Design hit_pack, sky130hd; sources not shown.
Figure 1. Cells coloured by class.
Bar = 100 um. Fill, decap, tap and diode cells in grey.
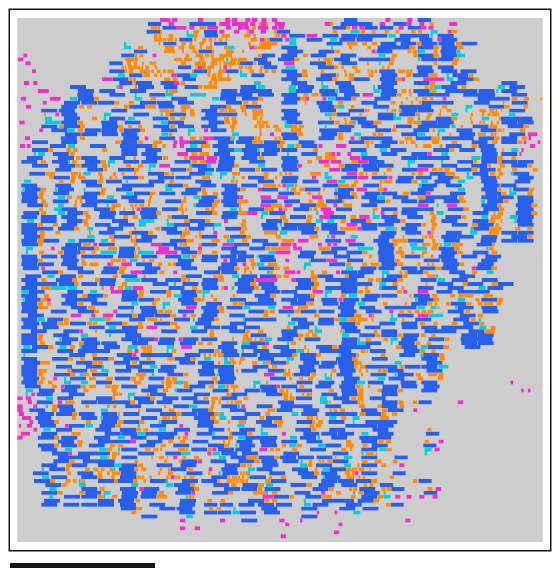
- orange: combinational and other logic (cells 1534; share of their area 20%)
- cyan: clock drivers and dummy loads (cells 388; share of their area 6.8%)
- blue: flops (cells 1338; share of their area 67%)
- magenta: other buffers and delay cells (cells 290; share of their area 5.4%)
Non-Filler Cell Area, Final: 61410 um2
register share of the cell area: 64.96%

Figure 2. Routing congestion map.
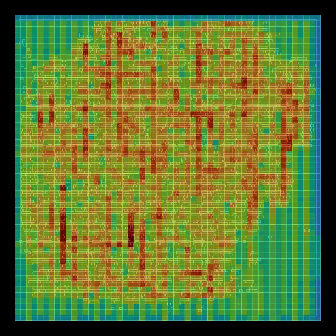
drt wl/cell: 27.29 um
met1 usage: 28.55%
routing layer with the top usage in global route: met2
met2 usage: 32.21%
total routing usage reported by global routing: 20.46%

Figure 3. Cell density map.
The die is cut into 37 by 37 equal tiles; black is low, pale yellow is high, 0 to 100% covered.
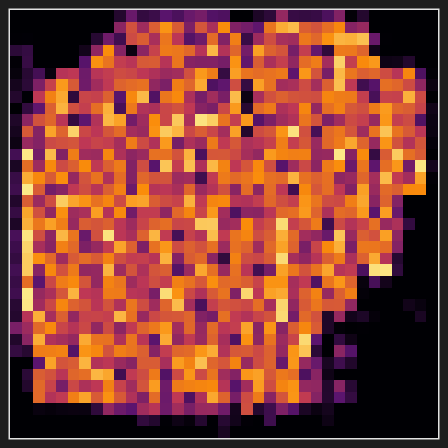
- nearly empty tiles: 18%
- tiles over 75% full: 12%
- fullest tile: 95%
- emptiest ninth of the die: lower right
- mean over tiles: 43%
Initial Util: 40.14%
Std-Cell Core Area: 131100 um2
Util after Layout: 46.83%

Figure 4. Wiring by layer.
Bar = 100 um. Only two layers are drawn.
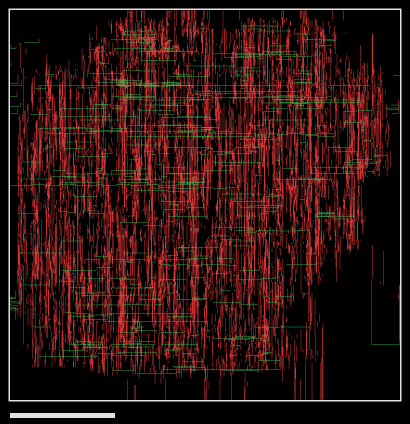
- red: metal 2 (wire length 67.9 mm)
- green: metal 3 (wire length 9360 um)
routed wire length: 144900 um
vias after detailed routing: 28890

Figure 5. Register map, names as in the netlist.
Bar = 100 um. Other sequential cells in the stronger grey, the rest of the logic in the fainter grey.
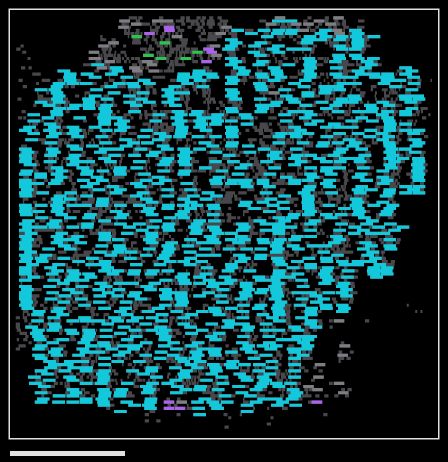
- cyan: `u_buf/mem` (placed flops 1280; where all over the die)
- purple: `out_eta` (placed flops 10)
- green: `count` (placed flops 6)
- not coloured: 42
sequential cell area in the final layout: 39890 um2
total sequential power: 16600 uW

==> run summary <==
The synthesis and PnR run went through. Insertion delay of the later-clocked pin in the worst-skew pair landed at 0.92 ns. Remaining global-route overflow landed at 0. The script extracted a net switching power of 12910 uW. Total CTS buffers landed at 211. Once layout is complete, the cells apart from fillers number 5309. Number of synthesized flops with an enable pin landed at 1280.

Maximum net fanout on the critical path landed at 61. In the final layout, the share of cells above drive strength 1 is 15.21%. The synthesized netlist devotes 3.395% of its cell area to simple gates. Final worst setup slack landed at 0.6902 ns. The register with the most flip-flops in the layout has 1280 of them. Relative contribution of the clock network to total power landed at 28.9%. The run finished with clean final reports. Power consumed by combinational cells landed at 11400 uW. Area of the die landed at 138900 um2. The most frequently used library cell after synthesis is sky130_fd_sc_hd__edfxtp_1.

Ranked by total cell area, the synthesized netlist is headed by sky130_fd_sc_hd__edfxtp_1 (73%), sky130_fd_sc_hd__mux2i_1 (12%), sky130_fd_sc_hd__dfrtp_1 (2.8%), sky130_fd_sc_hd__a22o_1 (1.9%), sky130_fd_sc_hd__a22oi_1 (1.7%). Combinational cell area excluding buffers and inverters landed at 11990 um2. Post-CTS timing repair inserted 0 buffers for setup. Global routing consumed, on the met3 layer, 4.101% of the routing resources. For this run, the detailed router's first-pass iteration total came to 6. The worst setup path is launched from a flip-flop.

On the final layout, the worst clock skew is 0.06202 ns. By count the netlist is led by sky130_fd_sc_hd__edfxtp_1 (1280), sky130_fd_sc_hd__mux2i_1 (643), sky130_fd_sc_hd__nand2_1 (145). Met3 wire length landed at 9364 um. TritonCTS built the clock tree. Layout-stage area growth over the synthesis result landed at 16.68%. Number of standard cells after synthesis landed at 3045. For reference, the critical path cell chain is nor2b_4 -> buf_4 -> buf_12 -> a22oi_1 -> a31oi_1 -> nand3_1 -> a22o_1.

Post-route clock period utilization landed at 82.30%. Non-clock buffer contribution to total cell area landed at 5.202%. Of the total power, the share spent switching nets is 32.87%. The kind of cell with the highest combined delay along the critical path is AND-OR/OR-AND gates. The floorplan has 133 rows. By instance count after routing, the leading logic cell type is sky130_fd_sc_hd__edfxtp_1. Post-synthesis sequential area ratio landed at 75.79%. The critical path is of the reg2reg type.

Actual transition at the worst max-transition pin landed at 0.8700 ns. The script reports the combined buffer and inverter count of the critical path as 2. Of the combinational cells, the family taking the most area is multiplexers. After detailed routing, the number of vias per cell comes to 5.441. Area fraction in mux cells landed at 12.25%. Number of tap cells added at floorplan landed at 1755. Total met2 wirelength after detailed routing landed at 67900 um.

By instance count after routing, the leading logic cell types are sky130_fd_sc_hd__edfxtp_1 (1280), sky130_fd_sc_hd__mux2i_1 (643), sky130_fd_sc_hd__clkbuf_8 (217). Sum of negative setup slack landed at 0 ns. The flow reported a cell area power density of 639.6 nW/um2. Combinational logic is responsible for 28.9% of the overall power. Number of hold-repair buffers added at the cts stage landed at 0.

Share of synthesized registers carrying an async set or reset landed at 4.335%. Fill cells in the final layout number 11270. Number of warning messages in the yosys log landed at 6.

Setup repair after global routing left no endpoint under its margin. Sorting the Yosys area breakdown by cell type puts at the top sky130_fd_sc_hd__edfxtp_1. Summing the areas of all compound-gate instances in the mapped netlist gives 5.988% of the synthesized area. The die is 372.7 um tall. The number of maximum-capacitance violations recorded for the run is 0.

Worst hold margin landed at 0.3466 ns. Share of the synthesized netlist area taken by xor and xnor gates landed at 0.03328%. Per report_power, the top consumer among the power groups is sequential cells. Counting the clock-network buffers in the layout gives 217. Number of combinational gates with multiple inputs landed at 1511.

The report lists the number of cells resized after CTS as 0. Proportion of cell area spent on the clock network landed at 6.552%. Combinational share of cell area landed at 19.52%. In the per-layer breakdown of the detailed-route log, met1 shows 62970 um. Registers are responsible for 42.2% of the overall power. The worst-case IR drop observed on VDD is 361.5 uV.

Overall power consumption after layout is estimated at 39280 uW. Maximum operating frequency landed at 311.6 MHz. The tree is rooted in a sky130_fd_sc_hd__clkbuf_8. TritonCTS reports the number of clock sinks as 1338. Critical path arrival landed at 3.99 ns. Total clock network power landed at 11300 uW.

Final critical path time including I/O delays and setup landed at 3.210 ns. For reference, the post-synthesis area per instance comes to 17.28 um2. Routed signal wires occupy layers up through met4. Number of logic inverters in the finished layout landed at 23. By area, the class that comes first in the final layout consists of flip-flops and latches. Endpoint required time on the critical path landed at 4.68 ns.

Global-route wire length before repair landed at 208200 um. The cell-mix breakdown from Yosys lists the adder-cell area share as 0.4279%. Count of nets after finishing landed at 3448. Per the final report, max-transition violations number 0. According to the hold report, the worst path is of the in2async type. H-tree depth reported by CTS landed at 4. Post-synth design cell area landed at 52630 um2. In the synthesized netlist the dominant register cell turns out to be sky130_fd_sc_hd__edfxtp_1. In this run the remaining antenna-violating nets after routing total 0. Post-placement cell area landed at 57370 um2.

Count of input and output buffers landed at 99. Layout sequential cell count landed at 1338. After legalization and detailed placement, the total HPWL measured 90960 um.

Yosys stat counts 3045 cells in the synthesized netlist. Peak per-stage delay on the critical path landed at 0.67 ns. Stage-log warning count landed at 29. Prior to clock tree synthesis, the placed netlist has a worst setup slack of -0.1113 ns. On the critical path, the stage with the largest delay is an instance of sky130_fd_sc_hd__dfrtp_1.

After synthesis, the largest area contributor takes up 73.03% of total cell area. Remaining max-slew budget at the tightest pin landed at 42.00%. Pin count of the biggest net entering global routing landed at 62. Largest buffer count on any clock path landed at 3. Number of global-route vias before repair landed at 29580. The number of cells on the worst reg-to-reg path is 7.

Per the gpl log, the routability congestion estimate is 0.8542. The detailed placer reported the number of placed instances as 4917. The plain and repair buffers instantiated in the layout total 290. Number of distinct standard cells referenced by the synthesized netlist landed at 52. The timing report gives the clock slew at the launch and capture registers of the worst setup and hold paths as 0.07 ns. Internal power of the cells landed at 26370 uW. Final-report hold violation count landed at 0. The setup check on the worst reg-to-reg path leaves a slack of 0.69 ns. The synthesized netlist has a Yosys-reported chip area of 52630 um2. Die span in x landed at 372.7 um. Initial antenna violation count landed at 4.

The final timing report counts setup violations totalling 0. The DRC violation total left in the routed layout is recorded as 0. Number of violations reported at the end of detailed-routing iteration 0 landed at 2800.

I/O pin count landed at 101. The STA report counts the stages on the worst setup path as 7.
Power figures rest on the tool's default switching activity, not on a simulated workload.
